**src/rtl/vector_pkg.sv**
```systemverilog
// Shared types for the vector sequencer: opcodes, ALU op codes, control
// bundle and sequencer state.
package vector_pkg;

  localparam int unsigned OPC_W = 5;
  localparam int unsigned ALU_W = 2;

  typedef enum logic [OPC_W-1:0] {
    G3_VADD = 5'b10000,
    G3_VSUB = 5'b10001,
    G3_VMUL = 5'b10010,
    G3_VLDR = 5'b10100,
    G3_VSTR = 5'b10101
  } vec_opcode_e;

  localparam logic [ALU_W-1:0] ALU_ADD = 2'b00;
  localparam logic [ALU_W-1:0] ALU_SUB = 2'b01;
  localparam logic [ALU_W-1:0] ALU_MUL = 2'b10;
  localparam logic [ALU_W-1:0] ALU_MEM = 2'b11;

  typedef struct packed {
    logic [ALU_W-1:0] alu;
    logic             dst;
    logic             rd;
    logic             wr;
    logic             vwr;
    logic             s1;
    logic             s2;
  } vec_ctrl_t;

  typedef enum logic [1:0] {
    S_IDLE,
    S_ISSUE,
    S_WAIT,
    S_DONE
  } seq_state_e;

  // Counter width for values 0..n-1, never narrower than one bit.
  function automatic int unsigned width_of(input int unsigned n);
    return (n > 1) ? $clog2(n) : 1;
  endfunction

endpackage

```
**src/rtl/vector_sequencer_if.sv**
```systemverilog
// Decode-side handshake plus per-beat datapath control bundle.
interface vector_sequencer_if
  import vector_pkg::*;
#(
  parameter int unsigned BW = 2
);
  logic             instr_valid;
  logic             instr_ready;
  logic [OPC_W-1:0] opcode;
  logic             mem_ready;
  logic             beat_valid;
  logic [BW-1:0]    beat_idx;
  logic [ALU_W-1:0] alu_vectorial;
  logic             vect_dst;
  logic             vector_read;
  logic             mem_write_vector;
  logic             vect_write;
  logic             vect_src1;
  logic             vect_src2;
  logic             busy;
  logic             done;
  logic             illegal_op;

  modport master (
    output instr_valid, opcode, mem_ready,
    input  instr_ready, beat_valid, beat_idx, alu_vectorial, vect_dst,
           vector_read, mem_write_vector, vect_write, vect_src1, vect_src2,
           busy, done, illegal_op
  );

  modport slave (
    input  instr_valid, opcode, mem_ready,
    output instr_ready, beat_valid, beat_idx, alu_vectorial, vect_dst,
           vector_read, mem_write_vector, vect_write, vect_src1, vect_src2,
           busy, done, illegal_op
  );
endinterface

```
**src/rtl/vector_ctrl_decode.sv**
```systemverilog
// Combinational opcode decoder: control bundle plus legal flag.
module vector_ctrl_decode
  import vector_pkg::*;
(
  input  logic [OPC_W-1:0] opcode,
  output vec_ctrl_t        ctrl,
  output logic             legal
);

  always_comb begin
    ctrl  = '0;
    legal = 1'b0;
    case (opcode)
      G3_VADD: begin ctrl = '{alu: ALU_ADD, dst: 1'b1, rd: 1'b0, wr: 1'b0, vwr: 1'b0, s1: 1'b1, s2: 1'b1}; legal = 1'b1; end
      G3_VSUB: begin ctrl = '{alu: ALU_SUB, dst: 1'b1, rd: 1'b0, wr: 1'b0, vwr: 1'b0, s1: 1'b1, s2: 1'b1}; legal = 1'b1; end
      G3_VMUL: begin ctrl = '{alu: ALU_MUL, dst: 1'b1, rd: 1'b0, wr: 1'b0, vwr: 1'b0, s1: 1'b1, s2: 1'b1}; legal = 1'b1; end
      G3_VLDR: begin ctrl = '{alu: ALU_MEM, dst: 1'b1, rd: 1'b1, wr: 1'b0, vwr: 1'b1, s1: 1'b1, s2: 1'b0}; legal = 1'b1; end
      G3_VSTR: begin ctrl = '{alu: ALU_MEM, dst: 1'b1, rd: 1'b0, wr: 1'b1, vwr: 1'b0, s1: 1'b1, s2: 1'b0}; legal = 1'b1; end
      default: begin ctrl = '0; legal = 1'b0; end
    endcase
  end

endmodule

```
**src/rtl/vector_sequencer.sv**
```systemverilog
// Splits one vector opcode into VLEN/LANES beats of registered datapath
// controls, with multiply wait cycles and memory back-pressure stalls.
module vector_sequencer
  import vector_pkg::*;
#(
  parameter int unsigned VLEN     = 16,
  parameter int unsigned LANES    = 4,
  parameter int unsigned MUL_WAIT = 2
)(
  input  logic               clk,
  input  logic               rst,
  vector_sequencer_if.slave  bus
);

  localparam int unsigned BEATS = VLEN / LANES;
  localparam int unsigned BW    = width_of(BEATS);
  localparam int unsigned WW    = width_of(MUL_WAIT + 1);

  seq_state_e    state_q, state_d;
  logic [BW-1:0] beat_q, beat_d;
  logic [WW-1:0] wait_q, wait_d;
  vec_ctrl_t     op_q, op_d, ctrl_q, ctrl_d, dec_ctrl;
  logic          dec_legal;
  logic          valid_q, valid_d, ready_q, ready_d, busy_q, busy_d;
  logic          done_q, done_d, illegal_q, illegal_d;
  logic          last_beat, is_mem, is_mul, beat_ok;

  vector_ctrl_decode u_decode (
    .opcode (bus.opcode),
    .ctrl   (dec_ctrl),
    .legal  (dec_legal)
  );

  assign last_beat = (beat_q == BW'(BEATS - 1));
  assign is_mem    = op_q.rd | op_q.wr;
  assign is_mul    = (op_q.alu == ALU_MUL) && !is_mem;
  assign beat_ok   = !is_mem || bus.mem_ready;

  // Next state; outputs are precomputed from the next state so they register cleanly.
  always_comb begin
    state_d   = state_q;
    beat_d    = beat_q;
    wait_d    = wait_q;
    op_d      = op_q;
    illegal_d = 1'b0;
    case (state_q)
      S_IDLE: begin
        if (bus.instr_valid) begin
          if (dec_legal) begin
            op_d    = dec_ctrl;
            beat_d  = '0;
            state_d = S_ISSUE;
          end else begin
            illegal_d = 1'b1;
          end
        end
      end
      S_ISSUE: begin
        if (beat_ok) begin
          if (is_mul && (MUL_WAIT > 0)) begin
            wait_d  = '0;
            state_d = S_WAIT;
          end else if (last_beat) begin
            state_d = S_DONE;
          end else begin
            beat_d = BW'(beat_q + 1'b1);
          end
        end
      end
      S_WAIT: begin
        if (wait_q == WW'(MUL_WAIT - 1)) begin
          if (last_beat) begin
            state_d = S_DONE;
          end else begin
            beat_d  = BW'(beat_q + 1'b1);
            state_d = S_ISSUE;
          end
        end else begin
          wait_d = WW'(wait_q + 1'b1);
        end
      end
      S_DONE:  state_d = S_IDLE;
      default: state_d = S_IDLE;
    endcase

    valid_d = (state_d == S_ISSUE);
    ctrl_d  = valid_d ? op_d : '0;
    ready_d = (state_d == S_IDLE);
    busy_d  = !ready_d;
    done_d  = (state_d == S_DONE);
  end

  always_ff @(posedge clk) begin
    if (rst) begin
      state_q   <= S_IDLE;
      beat_q    <= '0;
      wait_q    <= '0;
      op_q      <= '0;
      ctrl_q    <= '0;
      valid_q   <= 1'b0;
      ready_q   <= 1'b1;
      busy_q    <= 1'b0;
      done_q    <= 1'b0;
      illegal_q <= 1'b0;
    end else begin
      state_q   <= state_d;
      beat_q    <= beat_d;
      wait_q    <= wait_d;
      op_q      <= op_d;
      ctrl_q    <= ctrl_d;
      valid_q   <= valid_d;
      ready_q   <= ready_d;
      busy_q    <= busy_d;
      done_q    <= done_d;
      illegal_q <= illegal_d;
    end
  end

  assign bus.instr_ready      = ready_q;
  assign bus.busy             = busy_q;
  assign bus.beat_valid       = valid_q;
  assign bus.beat_idx         = beat_q;
  assign bus.alu_vectorial    = ctrl_q.alu;
  assign bus.vect_dst         = ctrl_q.dst;
  assign bus.vector_read      = ctrl_q.rd;
  assign bus.mem_write_vector = ctrl_q.wr;
  assign bus.vect_write       = ctrl_q.vwr;
  assign bus.vect_src1        = ctrl_q.s1;
  assign bus.vect_src2        = ctrl_q.s2;
  assign bus.done             = done_q;
  assign bus.illegal_op       = illegal_q;

endmodule

```
**src/flat_wrapper.sv**
```systemverilog
// flat-port wrapper written by rule: the top's interface ports become plain ports
module vector_sequencer_flat import vector_pkg::*;
#(
  parameter int unsigned VLEN     = 16,
  parameter int unsigned LANES    = 4,
  parameter int unsigned MUL_WAIT = 2
)
  (clk, rst, bus_instr_valid, bus_opcode, bus_mem_ready, bus_instr_ready, bus_beat_valid, bus_beat_idx, bus_alu_vectorial, bus_vect_dst, bus_vector_read, bus_mem_write_vector, bus_vect_write, bus_vect_src1, bus_vect_src2, bus_busy, bus_done, bus_illegal_op);
  vector_sequencer_if #(.BW(2)) bus_i ();
  input  logic clk;
  input  logic rst;
  input wire logic [$bits(bus_i.instr_valid)-1:0] bus_instr_valid;
  input wire logic [$bits(bus_i.opcode)-1:0] bus_opcode;
  input wire logic [$bits(bus_i.mem_ready)-1:0] bus_mem_ready;
  output wire logic [$bits(bus_i.instr_ready)-1:0] bus_instr_ready;
  output wire logic [$bits(bus_i.beat_valid)-1:0] bus_beat_valid;
  output wire logic [$bits(bus_i.beat_idx)-1:0] bus_beat_idx;
  output wire logic [$bits(bus_i.alu_vectorial)-1:0] bus_alu_vectorial;
  output wire logic [$bits(bus_i.vect_dst)-1:0] bus_vect_dst;
  output wire logic [$bits(bus_i.vector_read)-1:0] bus_vector_read;
  output wire logic [$bits(bus_i.mem_write_vector)-1:0] bus_mem_write_vector;
  output wire logic [$bits(bus_i.vect_write)-1:0] bus_vect_write;
  output wire logic [$bits(bus_i.vect_src1)-1:0] bus_vect_src1;
  output wire logic [$bits(bus_i.vect_src2)-1:0] bus_vect_src2;
  output wire logic [$bits(bus_i.busy)-1:0] bus_busy;
  output wire logic [$bits(bus_i.done)-1:0] bus_done;
  output wire logic [$bits(bus_i.illegal_op)-1:0] bus_illegal_op;
  assign bus_i.instr_valid = bus_instr_valid;
  assign bus_i.opcode = bus_opcode;
  assign bus_i.mem_ready = bus_mem_ready;
  assign bus_instr_ready = bus_i.instr_ready;
  assign bus_beat_valid = bus_i.beat_valid;
  assign bus_beat_idx = bus_i.beat_idx;
  assign bus_alu_vectorial = bus_i.alu_vectorial;
  assign bus_vect_dst = bus_i.vect_dst;
  assign bus_vector_read = bus_i.vector_read;
  assign bus_mem_write_vector = bus_i.mem_write_vector;
  assign bus_vect_write = bus_i.vect_write;
  assign bus_vect_src1 = bus_i.vect_src1;
  assign bus_vect_src2 = bus_i.vect_src2;
  assign bus_busy = bus_i.busy;
  assign bus_done = bus_i.done;
  assign bus_illegal_op = bus_i.illegal_op;
  vector_sequencer #(.VLEN(VLEN), .LANES(LANES), .MUL_WAIT(MUL_WAIT)) u_core (.clk(clk), .rst(rst), .bus(bus_i));
endmodule
```
**config.mk**
```make
export PLATFORM = sky130hd
export DESIGN_NAME = vector_sequencer_flat
export DESIGN_NICKNAME = d
export VERILOG_FILES = /design/src/rtl/vector_pkg.sv /design/src/rtl/vector_sequencer_if.sv /design/src/rtl/vector_ctrl_decode.sv /design/src/rtl/vector_sequencer.sv /design/src/flat_wrapper.sv
export SDC_FILE = /design/constraint.sdc
export NUM_CORES = 1
export LEC_CHECK = 0
export ABC_AREA = 1
export CORE_MARGIN = 4
export CORE_UTILIZATION = 50
export DETAILED_ROUTE_END_ITERATION = 6
export PLACE_DENSITY = 0.77
export SLEW_MARGIN = 20
export SYNTH_ARGS = -nofsm -noshare
export SYNTH_HDL_FRONTEND = slang
export SYNTH_HIERARCHICAL = 1
export SYNTH_SLANG_ARGS = --single-unit
```
**constraint.sdc**
```tcl
create_clock -name clk -period 1.8 [get_ports clk]
set_input_delay 0.27 -clock clk [delete_from_list [all_inputs] [get_ports clk]]
set_output_delay 0.27 -clock clk [all_outputs]
set_load 0.005 [all_outputs]
```
Fig. 1: signal wires on met1
Scale bar: 20 um. Supply wires on this layer in grey.
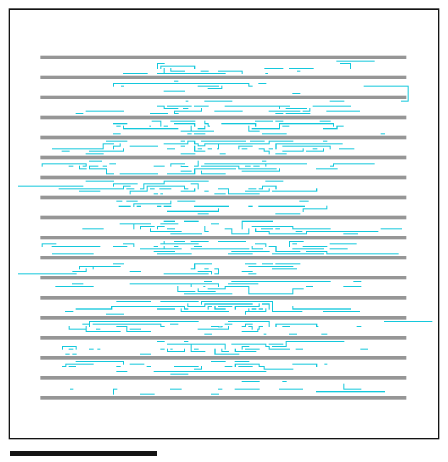
wire length on this layer: 1100 um
longest straight run: 18.4 um
final WL: 2440 um
met1 Use GR: 19.6%
vias: 1063

Fig. 2: the metal 2 layer
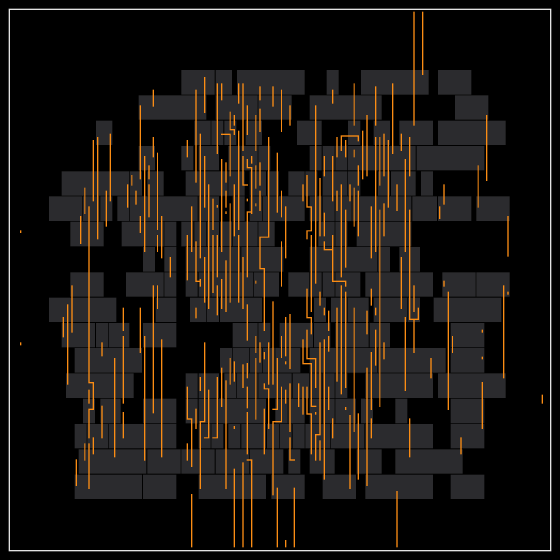
longest straight run: 21.1 um
wire length on this layer: 1150 um
share of all routed wire: 47%
nets with wire on the layer: 162
met2 GRT Util: 27.7%

Fig. 3: the metal 3 layer
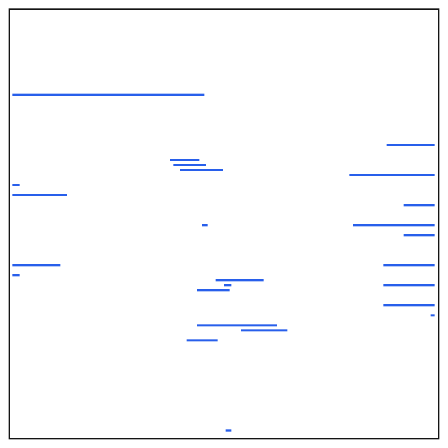
wire length on this layer: 142 um
longest straight run: 25.8 um
share of all routed wire: 5.8%
nets with wire on the layer: 22
main direction: horizontal
met3 Use GR: 3.56%

==> flow_metrics.py <==
# Auto-generated metrics
metrics = {
    "clocking": {
        "cts_hold_buf": 0,
        "clk_pin_slew_ns": 0.14,
        "insertion_delay_ns": 0.32,
    },
    "placement": {
        "dp_worst_setup_slack_ns": -0.225,
    },
    "setup_path": {
        "r2r_end": "u_core/bus.alu_vectorial[1]$_SDFF_PP0_",
        "ff2ff_setup_slack_ns": 0.16,
        "endpoint_kind": "flip-flop",
        "cpPeakStageDelay_ns": 0.51,
        "endpoint": "u_core/bus.alu_vectorial[1]$_SDFF_PP0_",
        "start_kind": "input port",
        "crit_top_cell": "nand2_1",
        "path_cells": "clkdlybuf4s50_1 > nor2_1 > nand3_1 > nand2_1 > nand2_1 > inv_1 > o31ai_1 > a21oi_4 > nand3_4 > nor2_2",
    },
    "final_timing": {
        "period_minus_slack_ns": 1.67,
        "worst_pin_slew_ns": 0.390,
        "finClkSkew_ns": 0.00229,
        "rsz0062_at_grt": "false",
    },
    "cells_and_area": {
        "antennaDiodeCount": 0,
        "top_register": "u_core/op_q",
        "layout_top_cell": "nand2_1",
    },
    "floorplanning": {
        "fp.dieH_um": 58.1,
        "core_area_sq_um": 2300,
    },
    "synthesis": {
        "seq_area_frac_synth_pct": 43.1,
        "syn_area_per_cell_sq_um": 8.26,
        "ys_types": 22,
        "synthArstFlopShare_pct": 0,
        "edf_count": 0,
    },
    "grt": {
        "grt_pass1_wl_um": 4350,
        "grt_pass1_vias": 1048,
        "busiest_layer": "met2",
    },
    "routing": {
        "drt_iter0_drc": 19,
        "wl_per_cell_um": 11.7,
        "routed.top_layer": "met4",
    },
    "pwr": {
        "powerClk_uw": 255,
        "p_int_uw": 828,
        "p_seq_uw": 648,
    },
    "outcome": {
        "status": "complete, no violations",
    },
}
## final cells by class
cell class              instances  area [sq um]  area share (%)
multi-input cells             102           619            39.4
flip-flops and latches         27           542            34.5
repair buffers                 29           275            17.5
inverters                      19          71.3            4.54
well taps                      28          35.0            2.23
clock buffers                   3          22.5            1.43
clock inverters                 1          5.00           0.319
## cell families after synthesis
kind of cell | share of synthesized area (%)
adders and majority gates | 6.98
muxes | 5.58
AOI/OAI and AO/OA | 11.9
buffers and inverters | 7.78
DFF | 43.1
and+or+nand+nor | 24.7
## critical path, delay by kind of cell
family | cells | cell delay [ns]
compound gates | 2 | 0.42
buf+inv | 2 | 0.59
simple gates | 6 | 0.61
## timing repair
action,CTS,global route
setup endpoints to repair,0,12
resized,0,3
buffers inserted,0,0
Power and IR drop assume default switching activity.
